### config.mk
export PLATFORM = sky130hd
export DESIGN_NAME = pc_unit
export DESIGN_NICKNAME = d
export VERILOG_FILES = /design/src/rtl/pc_unit.sv
export SDC_FILE = /design/constraint.sdc
export NUM_CORES = 1
export LEC_CHECK = 0
export ABC_AREA = 1
export ABC_CLOCK_PERIOD_IN_PS = 2280
export CELL_PAD_IN_SITES_DETAIL_PLACEMENT = 0
export CELL_PAD_IN_SITES_GLOBAL_PLACEMENT = 1
export CORE_MARGIN = 2
export CORE_UTILIZATION = 30
export CTS_CLUSTER_SIZE = 10
export DETAILED_ROUTE_END_ITERATION = 8
export PLACE_DENSITY_LB_ADDON = 0.12
export SYNTH_ARGS = -nofsm -noshare
export SYNTH_HDL_FRONTEND = slang
export SYNTH_SLANG_ARGS = --single-unit
### constraint.sdc
create_clock -name clk -period 2.28 [get_ports clk]
set_input_delay 0.228 -clock clk [delete_from_list [all_inputs] [get_ports clk]]
set_output_delay 0.228 -clock clk [all_outputs]
set_load 0.02 [all_outputs]
### src/rtl/pc_unit.sv
// rtl/pc_unit.sv - program counter stage with one-entry pending redirect buffer
// Selects sequential, branch, jump or register-jump targets and holds redirects across stalls.
module pc_unit #(
    parameter logic [31:0] RESET_PC = 32'h0000_0000
) (
    input  logic        clk,
    input  logic        rst,
    input  logic        stall,
    input  logic        branch_taken,
    input  logic [15:0] branch_imm,
    input  logic        jump,
    input  logic [25:0] jump_index,
    input  logic        jr,
    input  logic [31:0] jr_addr,
    input  logic [31:0] redirect_pc,
    output logic [31:0] pc,
    output logic [31:0] pc_plus4,
    output logic        redirect_pending,
    output logic        addr_err
);

    logic [31:0] base;
    logic [31:0] branch_target;
    logic [31:0] jump_target;
    logic [31:0] jr_target;
    logic [31:0] sel_target;
    logic [31:0] pending_target;
    logic        redirect_req;
    logic        jr_misaligned;

    assign base          = redirect_pc + 32'd4;
    assign branch_target = base + {{14{branch_imm[15]}}, branch_imm, 2'b00};
    assign jump_target   = {base[31:28], jump_index, 2'b00};
    assign jr_target     = {jr_addr[31:2], 2'b00};
    assign redirect_req  = jr | jump | branch_taken;
    assign jr_misaligned = jr & (jr_addr[1:0] != 2'b00);
    assign pc_plus4      = pc + 32'd4;

    // Fixed priority: register jump beats direct jump beats branch.
    always_comb begin
        sel_target = branch_target;
        if (jr) begin
            sel_target = jr_target;
        end else if (jump) begin
            sel_target = jump_target;
        end
    end

    always_ff @(posedge clk or posedge rst) begin
        if (rst) begin
            pc               <= RESET_PC;
            redirect_pending <= 1'b0;
            pending_target   <= 32'h0000_0000;
            addr_err         <= 1'b0;
        end else begin
            if (jr_misaligned) begin
                addr_err <= 1'b1;
            end
            if (!stall) begin
                redirect_pending <= 1'b0;
                if (redirect_req) begin
                    pc <= sel_target;
                end else if (redirect_pending) begin
                    pc <= pending_target;
                end else begin
                    pc <= pc_plus4;
                end
            end else if (redirect_req) begin
                // Latest redirect wins; an older buffered one is discarded.
                redirect_pending <= 1'b1;
                pending_target   <= sel_target;
            end
        end
    end

endmodule

Run 1, wiring by layer:
Bar = 50 um.
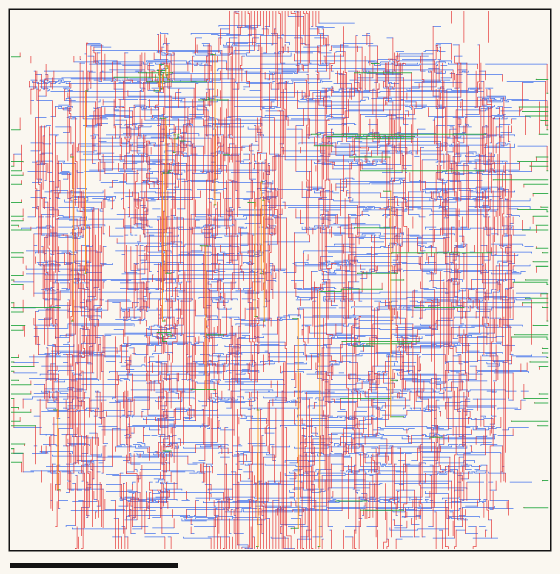
met1: drawn in blue, wire length 13600 um. met4: drawn in orange, wire length 674 um. met3: drawn in green, wire length 818 um. met2: drawn in red, wire length 16200 um.

Run 1, cell area per tile:
16 x 16 tiles, from dark blue (low) to red (high), 0 to 100% covered.
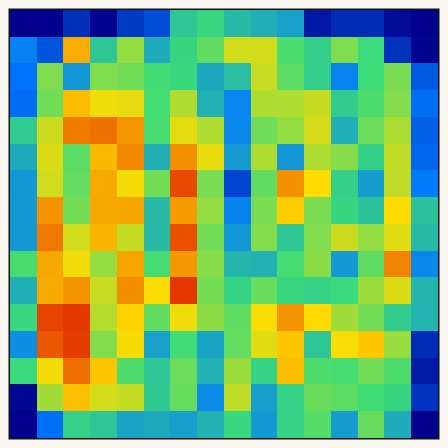
The densest ninth of the die: west. The mean over all tiles is 53%. 16% of the tiles are over 75% full.

Run 1, congestion heat map:
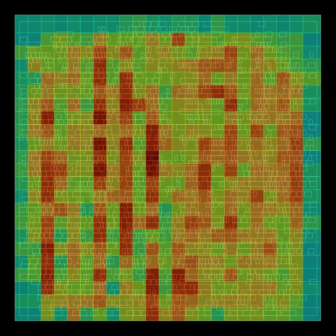
post-layout util: 57.8%
Wirelength per Cell: 15.1 um
busiest grt layer: met2
GR Util met3: 1.49%

## run 1: placed cells by master (no fill, tap or decap), types with 22 or more instances in the layout
cell / synthesis / routed
a21oi_1: 80 / 51
buf_4: 2 / 283
buf_6: 2 / 34
clkdlybuf4s50_1: 0 / 123
dfrtp_1: 66 / 65
ha_4: 0 / 22
inv_1: 166 / 130
inv_2: 4 / 34
nand2_1: 480 / 347
nand2_2: 2 / 95
nand2_4: 0 / 38
nand3_1: 88 / 42
nand3_2: 2 / 39
nor2_1: 119 / 77
nor2_2: 6 / 25
nor2_4: 3 / 26
o21ai_0: 38 / 28
## run 1: kinds of logic after synthesis
| kind of cell | synth area share, % |
|---|---|
| and+or+nand+nor | 43.2 |
| buffers and inverters | 10.8 |
| DFF | 22.3 |
| adders and majority gates | 6.35 |
| AOI/OAI and AO/OA | 12.0 |
| xor gates and xnor gates | 5.40 |
## run 1: per-layer routing
| layer | global-route usage [%] | up-vias | share of wire, % |
|---|---|---|---|
| met4 | 6.13 | 0 | 2.2 |
| met3 | 1.49 | 42 | 2.6 |
| met1 | 29.5 | 4466 | 43 |
| li1 | - | 4958 | - |
| met2 | 43.5 | 197 | 52 |
| met5 | 0 | - | 0 |
## run 1: power breakdown
| group | switching (uW) | internal (uW) | leakage (uW) |
|---|---|---|---|
| sequential | 117 | 1330 | 0.000787 |
| clock | 517 | 798 | 0.000132 |
| combinational | 1790 | 1610 | 0.00597 |
| total | 2430 | 3730 | 0.00689 |
## run 1: critical path, delay by kind of cell
kind,cells,cell delay [ns]
compound gates,2,0.30
fa+ha+maj,1,0.28
buf+inv,5,0.59
xor+xnor,1,0.17
simple gates,13,1.18
## run 1: per-stage QoR
stage,instances,power [uW],area (sq um)
2_1_floorplan,1269,2780,7510
3_3_place_gp,1976,4230,11400
3_5_place_dp,1976,4240,11400
4_1_cts,2040,5910,13100
5_1_grt,2065,6540,14100
6_report,2065,6160,14100
## run 1: state kept, by name, indices dropped and copies added (netlist names)
name	cells
addr_err	1
pc	32
pending_target	32
redirect_pending	1
## run 1: worst paths after layout
path	from	end	slack, ns	cells past startpoint
worst max-delay path	redirect_pc[3]	pc[30]	-0.25	22
worst min-delay path	rst	pending_target[7]	0.26	3
worst max register to register	pc[11]	pc[29]	0.29	14
worst min register to register	pending_target[2]	pending_target[2]	0.47	2
max in group asynchronous	rst	pc[21]	1.67	3
min in group clk	pending_target[2]	pending_target[2]	0.47	2
## run 1: cell type report
class / count / area, sq um / share of cell area (%)
Sequential cell: 66 / 1650 / 11.7
Inverter: 170 / 656 / 4.66
Timing Repair Buffer: 490 / 4190 / 29.8
Clock inverter: 3 / 23.8 / 0.169
Clock buffer: 13 / 260 / 1.85
Multi-Input combinational cell: 999 / 6880 / 48.9
Tap cell: 324 / 405 / 2.88
## run 1: what timing repair did
item,CTS,global route
gates resized,446,227
endpoints found under the setup margin,79,74
setup buffers,49,27
pin swaps,185,135
==> run summary, run 1 <==
flow finished, numbers: most frequent cell after synthesis nand2_1, Final setup viols 28, Num CTS Buffers 9, Antenna Nets Post-Route 0, status finished, violations left, drt total wl between 30000 and 40000 um, DRC violations left 0, # fillers 2357, crit path capture type register, pre-CTS setup slack -1.28 ns, CTS clk-pin slew, worst paths 0.06 ns, diodes inserted 0, critical-path cell list buf_8 -> nand2_4 -> nor2_4 -> nand2_4 -> buf_12 -> nor3_4 -> buf_6 -> nand3_4 -> xor2_1 -> inv_1 -> ha_4 -> nand2_4 -> nor3_4 -> and2_4 -> buf_4 -> a21oi_4 -> nand2_2 -> nand2_2 -> nand3_2 -> nand2_4 -> nand2_2 -> a21oi_2, Die W 161 um, 1st-iter DRT viols 374, Slew headroom 61.3%, Post-synth top flop dfrtp_1, hpwl dp 24400 um, warning total across the stage logs 34, violated checks negative setup slack, cycle use final 111%, hold_ws around 0.26 ns, Min-Delay Path Class input pin to async pin, core area 24300 sq um, Final WS setup -0.255 ns, WS Path Type input pin to register, Critical Path Fanout Max 4, Slew Limit Fails 0, most frequent CP cell nand2_4, Post-synth EDFFs 0, Area growth, synth to finish 89.8%, Avg Synthesized Cell Area 5.84 sq um, Root Buffer clkbuf_16, WP data required around 2.5 ns, Global Route Usage Sum 23.5%, I/O Buffers 177, post-cts hold buffer count 0, Die Ht 161 um, share of post-route cells with drive strength above 1 42.9%, area leader, netlist nand2_1, Final Wtd Congestion 0.887, Max Cap Viol 0, CP startpoint kind input pin, top cells by count nand2_1, inv_1, nor2_1, initial antenna violation count 0, worst clock skew 0.00730 ns, RSZ-0062 raised after global routing yes, clock buffer depth 2, CTS tree yes, chip area 26000 sq um, FP Rows 57, Vias 9663, Synth async-reset ratio 100%, cells in synth_stat.txt approximately 1.3k, Post-Syn Nets roughly 1.4k, Max Clk Rate 395 MHz, Latency at later pin 0.33 ns, Final Critical Period 2.53 ns
==> inputs of run 2 (changes only) <==
--- a/config.mk
+++ b/config.mk
@@ -9,11 +9,11 @@
 export ABC_CLOCK_PERIOD_IN_PS = 2280
 export CELL_PAD_IN_SITES_DETAIL_PLACEMENT = 0
 export CELL_PAD_IN_SITES_GLOBAL_PLACEMENT = 1
-export CORE_MARGIN = 2
 export CORE_UTILIZATION = 30
-export CTS_CLUSTER_SIZE = 10
+export CTS_CLUSTER_SIZE = 40
 export DETAILED_ROUTE_END_ITERATION = 8
 export PLACE_DENSITY_LB_ADDON = 0.12
+export SKIP_LAST_GASP = 1
 export SYNTH_ARGS = -nofsm -noshare
 export SYNTH_HDL_FRONTEND = slang
 export SYNTH_SLANG_ARGS = --single-unit
==> run 2 against run 1 <==
Effect of this change:
- the run still ends with negative setup slack left
- first-iteration DRC count rose by 18%
- worst hold slack got worse by 0.0026 ns
- sequential share of layout area rose by 0.40 points
- final cell count fell by 0.63%
- non-clock buffer count fell by 14
- area after synthesis did not move
- design area fell by 3.1%
- clock power rose by 15%
- critical path type unchanged
- largest cell class unchanged
- largest power group unchanged
==> run summary, run 2 <==
flow finished, numbers: Wirelength per Cell 14.9 um (-1.3%), post-synth top area share roughly 24%, Worst path slowest cell ha_1, Die W 159 um (-1.2%), status finished, violations left, most frequent CP cell nand2_2, WS Path Type input pin to register, Final Critical Period 2.49 ns (-0.0482 ns), Yosys cell types 43, DRC violations left 0 (unchanged), Worst Tran Pin Value 0.800 ns, Max Clk Rate 402 MHz (+1.9%), I/O Buffers 177 (unchanged), busiest grt layer met2, Die Ht 159 um (-1.2%), Max Cap Viol 0 (unchanged), biggest regs pc: 32 flops, pending_target: 32 flops, Leak Pwr a little under 0.007 uW, crit path capture type register, hpwl dp 24300 um (-0.27%), Flop area 1660 sq um (+0.15%), Post-Syn Nets 1418 (unchanged), most frequent cell after synthesis nand2_1, CTS tree yes, Num CTS Buffers 9 (unchanged), area leader, netlist nand2_1, Post-synth top flop dfrtp_1, Antenna Nets Post-Route 0 (unchanged), FP Rows 57 (unchanged), Final WS setup -0.206 ns (+0.0482 ns), top cells by count nand2_1, inv_1, nor2_1, 1st-iter DRT viols 443 (+18%), yosys synthesis chip area 7410 sq um, Slew headroom 46.6% (-15 points), Hold Vio Cnt, Final 0, Root Buffer clkbuf_16, CTS clk-pin slew, worst paths 0.06 ns (about the same), cycle use final 109% (-2.1 points), Slew Limit Fails 0 (unchanged), CP startpoint kind input pin, Final Wtd Congestion 0.969 (+9.2%), pre-CTS setup slack -1.27 ns (+0.0146 ns), PwrDens about 460 nW/um^2, Floorplan Utilization 30.6%, share of post-route cells with drive strength above 1 39.5% (-3.4 points), chip area 25300 sq um (-2.5%), crit path buf inv count 5 (unchanged), M2 GR Usage 42.7% (-0.84 points), Design Power 6260 uW (+1.6%), # fillers 2419 (+2.6%), Avg Vias per Cell 4.66, critical-path cell list clkdlybuf4s15_1 -> nand2_2 -> nor2_2 -> nand4_1 -> buf_4 -> xor2_2 -> inv_2 -> ha_1 -> nand2_4 -> inv_6 -> nand2_8 -> nor3_4 -> inv_1 -> nor2_1 -> nand2_1 -> nand3_1 -> nand3_2 -> nand2_2 -> nand2_2 -> a21oi_2, global-route wire length before repair 48900 um, Critical Path Fanout Max 3 (-1), Post-synth EDFFs 0 (unchanged), RSZ-0062 raised after global routing yes, Synth async-reset ratio 100% (unchanged), cells in synth_stat.txt 1269 (unchanged), initial antenna violation count 1 (+1), core area 24200 sq um (-0.29%), WP data required 2.54 ns (about the same), Avg Synthesized Cell Area 5.84 sq um (unchanged), clock buffer depth 2 (unchanged), Synth flops 66, peak supply drop 285 uV, Cells after DPL 1973 (-0.15%), top logic cells by instance count in the layout nand2_1, buf_4, inv_1, clkdlybuf4s50_1, Crit path max-delay family simple AND/OR/NAND/NOR gates, warning total across the stage logs 34 (unchanged), Final setup viols 29 (+3.6%), met1 Use GR 30.6% (+1.1 points), violated checks negative setup slack, Comb area 6520 sq um (-5.2%), CP Depth 20 (-9.1%), Global Route Usage Sum 24.1% (+0.67 points), FF-to-FF path depth 14 (unchanged), Min-Delay Path Class input pin to async pin, Area growth, synth to finish 83.9%, post-layout util 56.2% (-1.6 points), GR Util met3 1.77% (+0.28 points)
run 2: cell types whose count changed in the layout (fill, tap and decap cells not counted), sizes merged:
cell	change
dlygate4sd2	+3
clkinv	+2
clkinvlp	-1
bufinv	+2
clkbuf	-5
clkdlybuf4s50	+1
dlymetal6s2s	-1
buf	-15
diode	+1
run 2: layer usage:
metal / share of wire (%) / vias to the layer above
met4: 3.3 / 0
met1: 44 / 4417
li1: - / 4920
met3: 2.4 / 46
met2: 50 / 182
met5: 0 / -
run 2: cells by family (layout without fill, tap and decap cells):
kind of cell,Yosys count,after routing,synth area share [%]
and+or+nand+nor,762,762,43.2
buffers and inverters,204,662,10.8
AOI/OAI and AO/OA,156,156,12.0
DFF,66,66,22.3
xor gates and xnor gates,44,44,5.40
adders and majority gates,37,37,6.35
other,0,1,0
run 2: worst min-delay path, stage by stage:
cell	delay (ns)
clkdlybuf4s50_1	0.41
inv_2	0.07
buf_12	0.28
run 2: path summary, 6_finish.rpt:
path	from	end	slack [ns]
min reg2reg	pending_target[2]	pending_target[2]	0.47
max	redirect_pc[18]	pc[29]	-0.21
min	rst	pc[6]	0.26
min in group clk	pending_target[2]	pending_target[2]	0.47
max in group asynchronous	rst	pc[15]	1.67
max reg2reg	pc[3]	pc[27]	0.06
run 2: what timing repair did:
item | 4_1_cts | 5_1_grt
hold endpoints to repair | 0 | 0
gates resized | 362 | 209
pin swaps | 120 | 139
hold buffers | 0 | 0
endpoints found under the setup margin | 79 | 67
buffers inserted | 33 | 31
run 2: cell type report:
| type | instances | area share, % |
|---|---|---|
| sequential | 66 | 12.1 |
| inverter | 170 | 4.79 |
| tap | 324 | 2.97 |
| antenna | 1 | 0.0184 |
| clock buffer | 10 | 1.75 |
| multi-input combinational | 999 | 47.9 |
| timing repair buffer | 476 | 29.8 |
| clock inverter | 6 | 0.661 |
run 2: through the flow:
step / hold slack [ns] / TNS (ns) / instance area, sq um
final: 0.255 / -3.20 / 13600
after CTS: 0.298 / -3.47 / 12700
after global routing: 0.319 / -9.91 / 13600
after floorplan: 0.382 / -2.26 / 7510
after global placement: 0.457 / -50.76 / 11400
after detailed placement: 0.454 / -52.36 / 11400
run 2: power by group:
part / total, uW / switching [uW] / internal (uW)
clock: 1520 / 527 / 988
sequential: 1450 / 124 / 1330
combinational: 3290 / 1750 / 1540
Run 2, clock network drawn from the DEF:
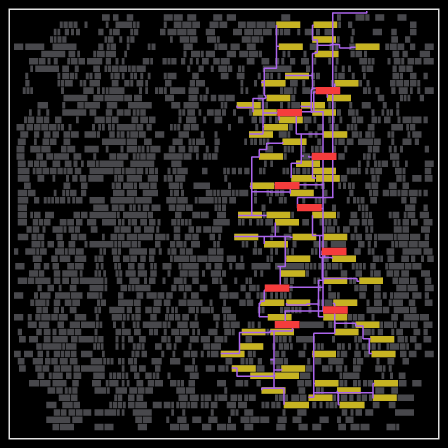
cells driving clock nets: drawn in red, count 9. clock wires: drawn in purple, length 929 um. flip-flops: drawn in yellow, count 66.
There are 10 routed clock nets.
clk pwr: 1520 uW
clock share of power: 24.2%
worst clock skew: 0.00788 ns
Latency at later pin: 0.33 ns

Run 2, wiring by layer:
Bar = 50 um.
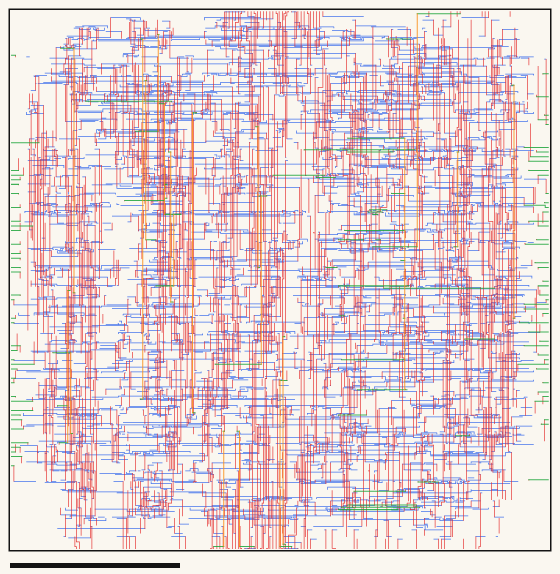
met1: drawn in blue, wire length 13600 um. met3: drawn in green, wire length 732 um. met4: drawn in orange, wire length 1020 um. met2: drawn in red, wire length 15300 um.
drt total wl: 30600 um
Vias: 9565

Run 2, selected gate families:
Bar = 50 um.
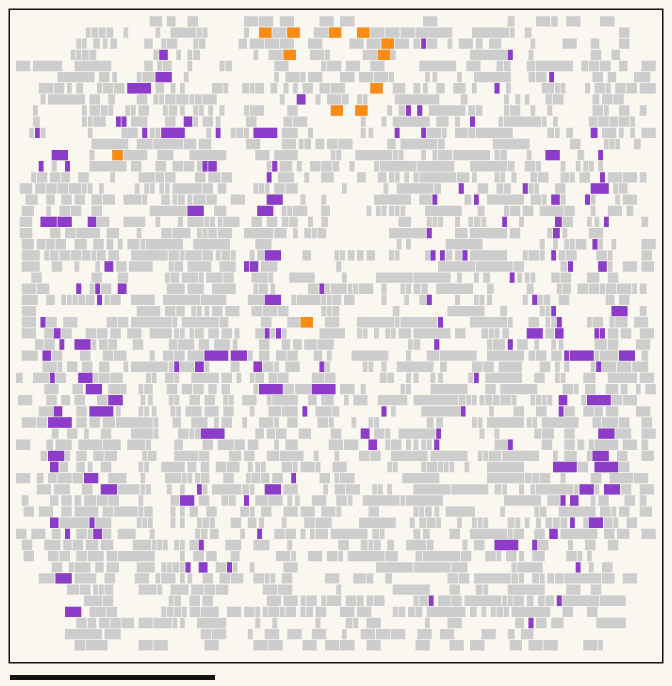
NOR gates: drawn in purple, cells 156, where all over the die. AND-OR and OR-AND gates: drawn in orange, cells 12, where north.
Top cell excl fill/tap: nand2_1
Non-Filler Instances: 2052
logic share of the area: 47.9%

Power is estimated from default activity; no workload was simulated.
